--- src/rtl/serial_adder.sv ---
// Bit-serial adder: one full-adder slice plus a carry flip-flop, consuming the
// operands LSB-first over WIDTH clocks and holding {cout,sum} until taken.
module serial_adder #(
  parameter int WIDTH = 8
) (
  input  logic             clk,
  input  logic             rst,
  input  logic             in_valid,
  output logic             in_ready,
  input  logic [WIDTH-1:0] a,
  input  logic [WIDTH-1:0] b,
  input  logic             cin,
  output logic             out_valid,
  input  logic             out_ready,
  output logic [WIDTH-1:0] sum,
  output logic             cout,
  output logic [1:0]       o_dbg_state
);

  // Handshake: a transfer happens on a rising edge where valid and ready are
  // both high; in_ready is high only in IDLE, out_valid only in HOLD, so an
  // operation never overlaps the next one.

  localparam int CW = $clog2(WIDTH + 1);
  localparam logic [CW-1:0] LAST_CNT = CW'(WIDTH - 1);

  typedef enum logic [1:0] {
    S_IDLE = 2'd0,
    S_ADD  = 2'd1,
    S_HOLD = 2'd2
  } state_t;

  state_t           r_state;
  logic [WIDTH-1:0] r_sh_a;
  logic [WIDTH-1:0] r_sh_b;
  logic [WIDTH-1:0] r_res;
  logic [WIDTH-1:0] r_sum;
  logic [CW-1:0]    r_cnt;
  logic             r_carry;
  logic             r_cout;
  logic             r_in_ready;
  logic             r_out_valid;

  logic             w_s;
  logic             w_maj;
  logic [WIDTH-1:0] w_res_next;

  assign w_s   = r_sh_a[0] ^ r_sh_b[0] ^ r_carry;
  assign w_maj = (r_sh_a[0] & r_sh_b[0]) | (r_sh_a[0] & r_carry) | (r_sh_b[0] & r_carry);
  // Shift-and-insert form rather than a concatenation so WIDTH=1 stays legal.
  assign w_res_next = (r_res >> 1) | (WIDTH'(w_s) << (WIDTH - 1));

  always_ff @(posedge clk or posedge rst) begin
    if (rst) begin
      r_state     <= S_IDLE;
      r_sh_a      <= '0;
      r_sh_b      <= '0;
      r_res       <= '0;
      r_sum       <= '0;
      r_cnt       <= '0;
      r_carry     <= 1'b0;
      r_cout      <= 1'b0;
      r_in_ready  <= 1'b1;
      r_out_valid <= 1'b0;
    end else begin
      case (r_state)
        S_IDLE: begin
          if (in_valid) begin
            r_sh_a     <= a;
            r_sh_b     <= b;
            r_carry    <= cin;
            r_cnt      <= '0;
            r_res      <= '0;
            r_in_ready <= 1'b0;
            r_state    <= S_ADD;
          end
        end
        S_ADD: begin
          r_sh_a  <= r_sh_a >> 1;
          r_sh_b  <= r_sh_b >> 1;
          r_carry <= w_maj;
          r_res   <= w_res_next;
          r_cnt   <= r_cnt + 1'b1;
          if (r_cnt == LAST_CNT) begin
            r_sum       <= w_res_next;
            r_cout      <= w_maj;
            r_out_valid <= 1'b1;
            r_state     <= S_HOLD;
          end
        end
        S_HOLD: begin
          if (out_ready) begin
            r_out_valid <= 1'b0;
            r_in_ready  <= 1'b1;
            r_state     <= S_IDLE;
          end
        end
        default: begin
          r_out_valid <= 1'b0;
          r_in_ready  <= 1'b1;
          r_state     <= S_IDLE;
        end
      endcase
    end
  end

  assign in_ready    = r_in_ready;
  assign out_valid   = r_out_valid;
  assign sum         = r_sum;
  assign cout        = r_cout;
  assign o_dbg_state = r_state;

endmodule

--- config.mk ---
export PLATFORM = sky130hd
export DESIGN_NAME = serial_adder
export DESIGN_NICKNAME = d
export VERILOG_FILES = /design/src/rtl/serial_adder.sv
export SDC_FILE = /design/constraint.sdc
export NUM_CORES = 1
export LEC_CHECK = 0
export CORE_ASPECT_RATIO = 1.75
export CORE_MARGIN = 3
export CORE_UTILIZATION = 45
export DETAILED_ROUTE_END_ITERATION = 10
export PLACE_DENSITY_LB_ADDON = 0.1
export SKIP_LAST_GASP = 1
export SLEW_MARGIN = 10
export SYNTH_ARGS = -nofsm -noshare
export SYNTH_HDL_FRONTEND = slang
export SYNTH_SLANG_ARGS = --single-unit
--- constraint.sdc ---
create_clock -name clk -period 2.4 [get_ports clk]
set_input_delay 0.72 -clock clk [delete_from_list [all_inputs] [get_ports clk]]
set_output_delay 0.72 -clock clk [all_outputs]
set_load 0.02 [all_outputs]
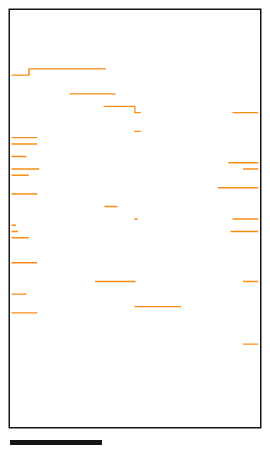
**Above:** metal 3.
Scale bar: 20 um.
share of all routed wire: 3.9%
wire length on this layer: 150 um
vias: 1404
total wire length: 3840 um

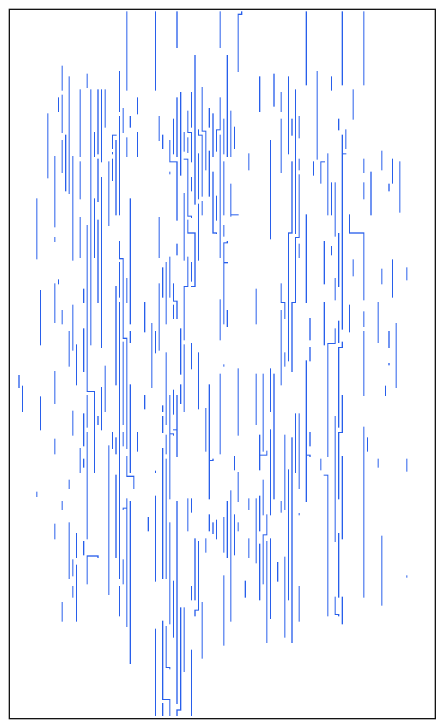
**Above:** metal 2.
main direction: vertical
wire length on this layer: 2030 um
share of all routed wire: 53%
longest straight run: 35.4 um

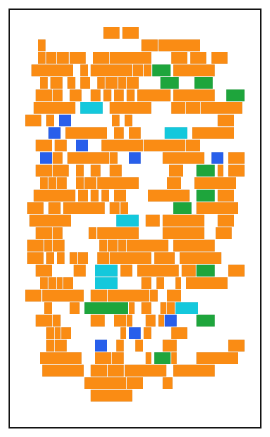
**Above:** sizing map.
[blue] drive 3 to 4 | cells: 9 | share: 4.4% | most used: buf_4
[green] drive 2 | cells: 11 | share: 5.4% | most used: mux2_2
[cyan] drive 6 and up | cells: 6 | share: 3.0% | most used: clkbuf_8
[orange] drive 1 or less | cells: 177 | share: 87% | most used: dfrtp_1
Non-clk bufs: 42
post-route cell area: 2320 um^2
area grow syn2layout: 26.1%
Final WS setup: 0.240 ns

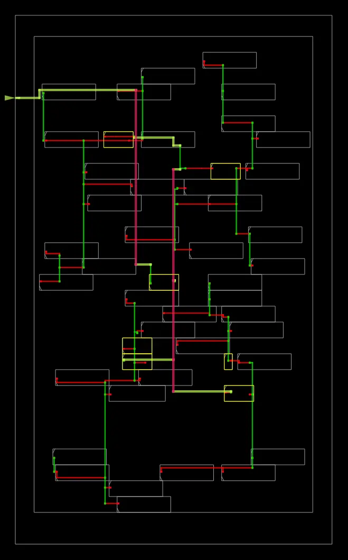
**Above:** clock nets.
final sequential cell count: 41
Latency at later pin: 0.28 ns

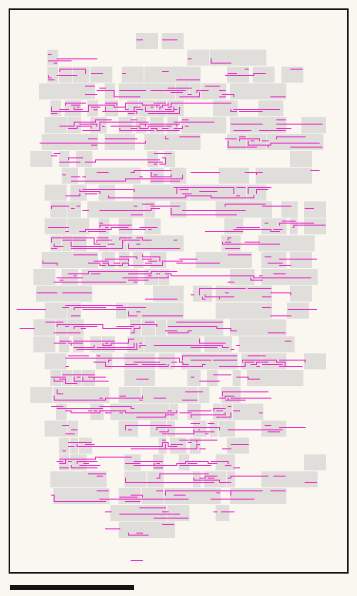
**Above:** M1 wires.
Scale bar: 20 um. Cells faint in the background.
main direction: horizontal
longest straight run: 18.4 um
share of all routed wire: 41%
global routing usage on met1: 22.7%

==> out/metrics.cfg <==
[setup_path]
path_class = reg -> out
slowest_stage = clkdlybuf4s50_1
crit_family = buffers and inverters
worstPathRequired_ns = 1.68
crit_fanout = 3
critPathArrivalTime_ns = 1.44

[drt]
drtAntennaViolNets = 0
drt_iter0_drc = 37
routedWlPerCell_um = 15.3
dr.pass1.iters = 4

[clocking]
cts.htree.levels = 2
cts.path.max_buffers = 2
cts_resized = 0
cts_setup_buffers = 0
cts_sinks = 41

[floorplanning]
ios = 34
die_y_um = 90.7
core_um2 = 3900
chipArea_um2 = 4930
die_x_um = 54.4

[power]
p_total_uw = 2670
power.density_nw_per_um2 = 1150
pwr-share-seq_pct = 44.1
vdd_ir_drop_max_uv = 652
switching_share_pct = 34.7
p_sw_uw = 928
p_comb_share_pct = 39.4

[placed_design]
gp_congestion = 0.743
placed_area_um2 = 2240
place_hpwl_um = 2700

[final_timing]
fin_crit_ns = 2.16
finalClockPeriodUsage_pct = 90.0
slew_headroom_pct = 56.3
finalSetupViolCount = 0

[hold_path]
hp-class = reg -> reg

[job]
tool_warnings = 26
max_cap_violations = 0

[synth]
async_flop_share_pct = 100
top_area_share_pct = 54.3
avgSynthCellArea_um2 = 11.2
yosys.stat.seqShare_pct = 55.7
ys.flop_type = dfrtp_1
edf_count = 0
ys_cells = 165

[finish]
layout-drive-gt1-share_pct = 12.8
insertedDiodeCount = 0
mostFrequentLayoutCells = dfrtp_1, clkdlybuf4s50_1, nor2b_1, o21ai_0, a21oi_1
num-nets-final = 226

[run_status]
status = completed

==> metal layers <==
layer | vias up | part of all wire (%) | global-route usage, %
li1 | 670 | - | -
met1 | 699 | 41 | 22.7
met2 | 29 | 53 | 28.7
met3 | 6 | 3.9 | 3.97
met4 | 0 | 1.8 | 7.48
met5 | - | 0 | 0
==> path summary, 6_finish.rpt <==
kind / slack, ns / to / cells after the start / from
worst max-delay path: 0.24 / in_ready / 1 / in_ready
worst min-delay path: 0.50 / r_res[1] / 1 / r_res[1]
worst max register to register: 0.58 / r_sh_b[6] / 5 / o_dbg_state[0]
worst min register to register: 0.50 / r_res[1] / 1 / r_res[1]
max in group asynchronous: 1.16 / in_ready / 3 / rst
min in group asynchronous: 0.87 / r_res[5] / 3 / rst
==> stage by stage <==
step                util [%]  hold WS, ns
finish                  59.5        0.499
global route            59.5        0.513
CTS                     59.5        0.500
detailed placement      57.3        0.483
global placement        57.3        0.480
floorplan                  -        0.460
==> power groups by stage <==
stage          logic, uW  clock network, uW  registers [uW]
2_1_floorplan        610                  0            1250
3_3_place_gp        1030                  0            1180
3_5_place_dp        1070                  0            1190
4_1_cts             1070                457            1180
5_1_grt             1170                495            1220
6_report            1050                439            1180
==> logic make-up after synthesis <==
| group | Yosys count | synth area share (%) |
|---|---|---|
| compound gates | 65 | 22.1 |
| buf+inv | 12 | 3.67 |
| simple gates | 35 | 10.7 |
| flops | 41 | 55.7 |
| mux | 10 | 6.04 |
| fa+ha+maj | 2 | 1.77 |
==> area by class of cell <==
class	instances	area, um^2
Inverter	1	3.75
Tap cell	48	60.1
Timing Repair Buffer	42	398
Sequential cell	41	1030
Multi-Input combinational cell	112	748
Clock buffer	7	86.3
Fill cell	355	1580
Power and IR drop assume default switching activity.
